**Placement by RTL instance**

Other cells in grey.
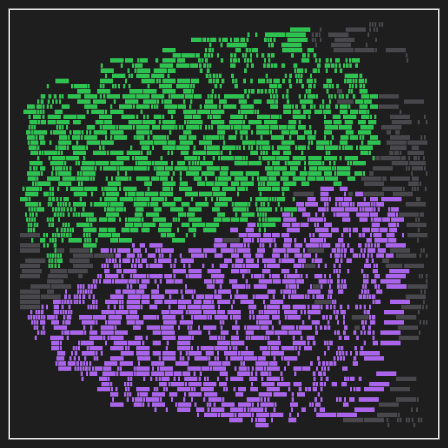
**Local utilization**

The bar under the picture is 50 µm long. The die is cut into 23 by 23 equal tiles; dark purple is low, yellow is high, 0 to 100% covered.
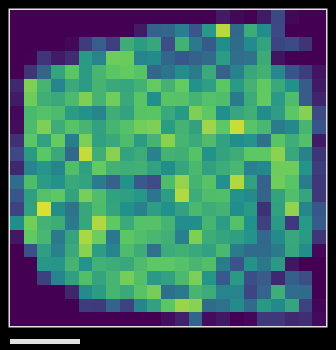
**Wiring by layer**

Two of the layers only.
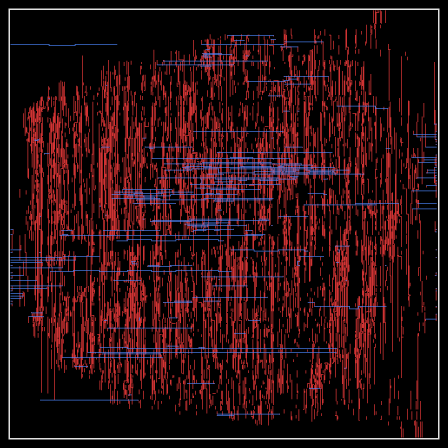
**src/rtl/bm_pkg.sv**
```systemverilog
// Shared definitions for the key hashing front end of main_one: op codes,
// default widths and seeds, and the packed command layout.
package bm_pkg;

  localparam logic [1:0] OP_INSERT = 2'b11;
  localparam logic [1:0] OP_QUERY  = 2'b10;

  localparam int KEY_W_DEF   = 32;
  localparam int ADDR_W_DEF  = 20;
  localparam int FP_W_DEF    = 8;
  localparam int CMD_LEN_DEF = 30;

  localparam logic [31:0] SEED_A_DEF = 32'h9E3779B1;
  localparam logic [31:0] SEED_B_DEF = 32'h85EBCA77;

  typedef struct packed {
    logic [1:0]            op;
    logic [ADDR_W_DEF-1:0] addr;
    logic [FP_W_DEF-1:0]   fp;
  } cmd_t;

endpackage

```
**src/rtl/mul_hash.sv**
```systemverilog
// Registered multiplicative hash: low 32 bits of key * SEED, loaded on en.
module mul_hash #(
  parameter int          KEY_W = 32,
  parameter logic [31:0] SEED  = 32'h9E3779B1
) (
  input  logic             clk,
  input  logic             en,
  input  logic [KEY_W-1:0] key,
  output logic [31:0]      hash
);

  logic [31:0] key32;

  generate
    if (KEY_W >= 32) begin : g_trunc
      assign key32 = key[31:0];
    end else begin : g_ext
      assign key32 = {{(32-KEY_W){1'b0}}, key};
    end
  endgenerate

  // Product register; only the low half of the product is ever needed
  always_ff @(posedge clk) begin
    if (en) hash <= key32 * SEED;
  end

endmodule

```
**src/rtl/key_cmd_hasher.sv**
```systemverilog
// Key-to-command hasher feeding main_one. Three-stage valid/ready pipeline:
// S1 captures key/op, S2 forms the two multiplicative hashes, S3 slices out
// the bucket address and a nonzero fingerprint. Bubbles collapse under stall.
// Optional statistics counters are built when CMD_STATS_EN is defined.
module key_cmd_hasher
  import bm_pkg::*;
#(
  parameter int          KEY_W   = KEY_W_DEF,
  parameter int          ADDR_W  = ADDR_W_DEF,
  parameter int          FP_W    = FP_W_DEF,
  parameter int          CMD_LEN = CMD_LEN_DEF,
  parameter logic [31:0] SEED_A  = SEED_A_DEF,
  parameter logic [31:0] SEED_B  = SEED_B_DEF
) (
  input  logic               clk,
  input  logic               rst_n,
  input  logic               key_in_valid,
  output logic               key_in_ready,
  input  logic [1:0]         key_op,
  input  logic [KEY_W-1:0]   key_in,
  input  logic               stall_in,
  output logic               cmd_out_valid,
  output logic [CMD_LEN-1:0] cmd_out
`ifdef CMD_STATS_EN
  ,
  output logic [31:0]        ins_cnt,
  output logic [31:0]        qry_cnt,
  output logic [31:0]        stall_cycles
`endif
);

  generate
    if (CMD_LEN != 2 + ADDR_W + FP_W) begin : g_len_chk
      $error("CMD_LEN must equal 2+ADDR_W+FP_W");
    end
  endgenerate

  // Zero marks an empty slot downstream, so a zero fingerprint becomes 1
  function automatic logic [FP_W-1:0] fp_fix(input logic [FP_W-1:0] fp);
    return (fp == '0) ? FP_W'(1) : fp;
  endfunction

  logic               vld_p0, vld_p1, vld_p2;
  logic               ld_p0, ld_p1, ld_p2;
  logic [KEY_W-1:0]   key_p0;
  logic [1:0]         op_p0, op_p1;
  logic [31:0]        pa_p1, pb_p1;
  logic [CMD_LEN-1:0] cmd_p2;
  logic               unused_lo;

  // A stage loads when it is empty or its contents move on this cycle
  assign ld_p2        = !vld_p2 || !stall_in;
  assign ld_p1        = !vld_p1 || ld_p2;
  assign ld_p0        = !vld_p0 || ld_p1;
  assign key_in_ready = ld_p0;

  assign cmd_out_valid = vld_p2 && !stall_in;
  assign cmd_out       = vld_p2 ? cmd_p2 : '0;

  assign unused_lo = ^{pa_p1[31-ADDR_W:0], pb_p1[31-FP_W:0]};

  // Valid chain; the only state that needs reset
  always_ff @(posedge clk or negedge rst_n) begin
    if (!rst_n) begin
      vld_p0 <= 1'b0;
      vld_p1 <= 1'b0;
      vld_p2 <= 1'b0;
    end else begin
      if (ld_p0) vld_p0 <= key_in_valid;
      if (ld_p1) vld_p1 <= vld_p0;
      if (ld_p2) vld_p2 <= vld_p1;
    end
  end

  // ---- S1: capture key and op ----
  always_ff @(posedge clk) begin
    if (ld_p0 && key_in_valid) begin
      key_p0 <= key_in;
      op_p0  <= key_op;
    end
  end

  // ---- S2: address and fingerprint hashes ----
  mul_hash #(.KEY_W(KEY_W), .SEED(SEED_A)) u_hash_a (
    .clk  (clk),
    .en   (ld_p1 && vld_p0),
    .key  (key_p0),
    .hash (pa_p1)
  );

  mul_hash #(.KEY_W(KEY_W), .SEED(SEED_B)) u_hash_b (
    .clk  (clk),
    .en   (ld_p1 && vld_p0),
    .key  (key_p0),
    .hash (pb_p1)
  );

  // Op rides alongside the hashes
  always_ff @(posedge clk) begin
    if (ld_p1 && vld_p0) op_p1 <= op_p0;
  end

  // ---- S3: slice top bits into {op, addr, fp}; held while stalled ----
  always_ff @(posedge clk) begin
    if (ld_p2 && vld_p1)
      cmd_p2 <= {op_p1, pa_p1[31 -: ADDR_W], fp_fix(pb_p1[31 -: FP_W])};
  end

`ifdef CMD_STATS_EN
  // Emitted insert/query counts and cycles spent holding a stalled command
  always_ff @(posedge clk or negedge rst_n) begin
    if (!rst_n) begin
      ins_cnt      <= '0;
      qry_cnt      <= '0;
      stall_cycles <= '0;
    end else begin
      if (cmd_out_valid && cmd_p2[CMD_LEN-1 -: 2] == OP_INSERT) ins_cnt <= ins_cnt + 32'd1;
      if (cmd_out_valid && cmd_p2[CMD_LEN-1 -: 2] == OP_QUERY)  qry_cnt <= qry_cnt + 32'd1;
      if (vld_p2 && stall_in) stall_cycles <= stall_cycles + 32'd1;
    end
  end
`endif

endmodule

```
**config.mk**
```make
export PLATFORM = sky130hd
export DESIGN_NAME = key_cmd_hasher
export DESIGN_NICKNAME = d
export VERILOG_FILES = /design/src/rtl/bm_pkg.sv /design/src/rtl/mul_hash.sv /design/src/rtl/key_cmd_hasher.sv
export SDC_FILE = /design/constraint.sdc
export NUM_CORES = 1
export LEC_CHECK = 0
export ABC_AREA = 1
export ABC_CLOCK_PERIOD_IN_PS = 11550
export CORE_MARGIN = 5
export CORE_UTILIZATION = 48
export DETAILED_ROUTE_END_ITERATION = 6
export DONT_BUFFER_PORTS = 1
export PLACE_DENSITY_LB_ADDON = 0.25
export SETUP_SLACK_MARGIN = 0.2
export SLEW_MARGIN = 10
export SYNTH_ARGS = -nofsm -noshare
export SYNTH_HDL_FRONTEND = slang
export SYNTH_HIERARCHICAL = 1
export SYNTH_SLANG_ARGS = --single-unit
```
**constraint.sdc**
```tcl
create_clock -name clk -period 11.55 [get_ports clk]
set_clock_uncertainty 0.05 [all_clocks]
set_input_delay 1.7325 -clock clk [delete_from_list [all_inputs] [get_ports clk]]
set_output_delay 1.7325 -clock clk [all_outputs]
set_load 0.03 [all_outputs]
```
==> flow_summary.html <==
<h3>Flow metrics</h3>
<table>
<tr><th>Metric</th><th>Value</th></tr>
<tr><th colspan="2">Floorplan</th></tr>
<tr><td>Placement Rows</td><td>79</td></tr>
<tr><td>Top-level port count</td><td>70</td></tr>
<tr><td>Chip Area</td><td>51400 µm²</td></tr>
<tr><td>Floorplan core area</td><td>46500 µm²</td></tr>
<tr><th colspan="2">Global route</th></tr>
<tr><td>Wire length of the first global-routing pass</td><td>92700 µm</td></tr>
<tr><td>Pin count of the biggest net entering global routing</td><td>35</td></tr>
<tr><th colspan="2">Placement</th></tr>
<tr><td>Count of placed standard cells including taps</td><td>2952</td></tr>
<tr><th colspan="2">Setup path</th></tr>
<tr><td>Cell breakdown of the critical path</td><td>inv_1 &gt; fa_1 &gt; inv_1 &gt; fa_1 &gt; inv_1 &gt; fa_1 &gt; inv_1 &gt; fa_1 &gt; fa_1 &gt; fa_1 &gt; fa_1 &gt; inv_1 &gt; fa_1 &gt; inv_1 &gt; ha_1 &gt; a21oi_1 &gt; o21ai_0 &gt; a211oi_1 &gt; nand3_1 &gt; xor2_1</td></tr>
<tr><td>Buffers plus inverters on the worst setup path</td><td>6</td></tr>
<tr><td>Worst path max stage delay</td><td>0.99 ns</td></tr>
<tr><td>Setup slack of the most critical reg-to-reg path</td><td>4.22 ns</td></tr>
<tr><td>Cell occurring most often along the worst timing path</td><td>fa_1</td></tr>
<tr><td>Start of the worst register-to-register path</td><td>key_p0[12]</td></tr>
<tr><td>Critical Path Fanout Max</td><td>16</td></tr>
<tr><td>Critical path startpoint category</td><td>register</td></tr>
<tr><th colspan="2">Finish</th></tr>
<tr><td>Largest registers</td><td>key_p0: 32 flops, cmd_p2: 30 flops, u_hash_a/hash: 20 flops</td></tr>
<tr><td>Proportion of layout cells with a drive suffix above 1</td><td>3.26%</td></tr>
<tr><td>Proportion of cell area occupied by multi-input gates</td><td>70.3%</td></tr>
<tr><td>Most frequently placed logic cell in the final layout</td><td>inv_1</td></tr>
<tr><td>Synth-to-layout area growth</td><td>4.90%</td></tr>
<tr><td>Clk cell area share</td><td>1.29%</td></tr>
<tr><td>Layout filler cell count</td><td>4385</td></tr>
<tr><th colspan="2">Run status</th></tr>
<tr><td>Status</td><td>finished, final reports clean</td></tr>
<tr><th colspan="2">Drt</th></tr>
<tr><td>Top layer in use</td><td>met5</td></tr>
<tr><td>Routed wire length</td><td>58000 µm</td></tr>
<tr><td>Length of routed met3 wiring</td><td>3520 µm</td></tr>
<tr><td>Number of antenna-violating nets in the routed design</td><td>0</td></tr>
<tr><td>Violation count after the first detailed-route iteration</td><td>851</td></tr>
<tr><td>Number of vias per cell</td><td>5.02</td></tr>
<tr><th colspan="2">Synthesis</th></tr>
<tr><td>Post-synth design cell area</td><td>22500 µm²</td></tr>
<tr><th colspan="2">Clock network</th></tr>
<tr><td>CTS hold repair buffers</td><td>0</td></tr>
<tr><td>TritonCTS clock tree</td><td>yes</td></tr>
<tr><td>Maximum level of the CTS H-tree</td><td>3</td></tr>
<tr><td>TritonCTS Sinks</td><td>97</td></tr>
<tr><td>Post-CTS repair timing setup buffer count</td><td>0</td></tr>
<tr><th colspan="2">Final timing</th></tr>
<tr><td>Fmax</td><td>0.136 GHz</td></tr>
<tr><td>Relative slew margins</td><td>25.7%</td></tr>
<tr><td>Finish-stage setup viols</td><td>0</td></tr>
<tr><td>Accumulated negative setup slack</td><td>0 ns</td></tr>
<tr><td>Unrepaired setup endpoints after global routing</td><td>false</td></tr>
</table>
Notes on 'placement by RTL instance' above:
- green: `u_hash_b` (cells 1084)
- purple: `u_hash_a` (cells 1096)
- not coloured: 181

Notes on 'local utilization' above:
- nearly empty tiles: 14%
- tiles over 75% full: 9.1%
- densest ninth of the die: centre

Notes on 'wiring by layer' above:
- blue: met3 (wire length 3520 µm)
- red: met2 (wire length 26.6 mm)

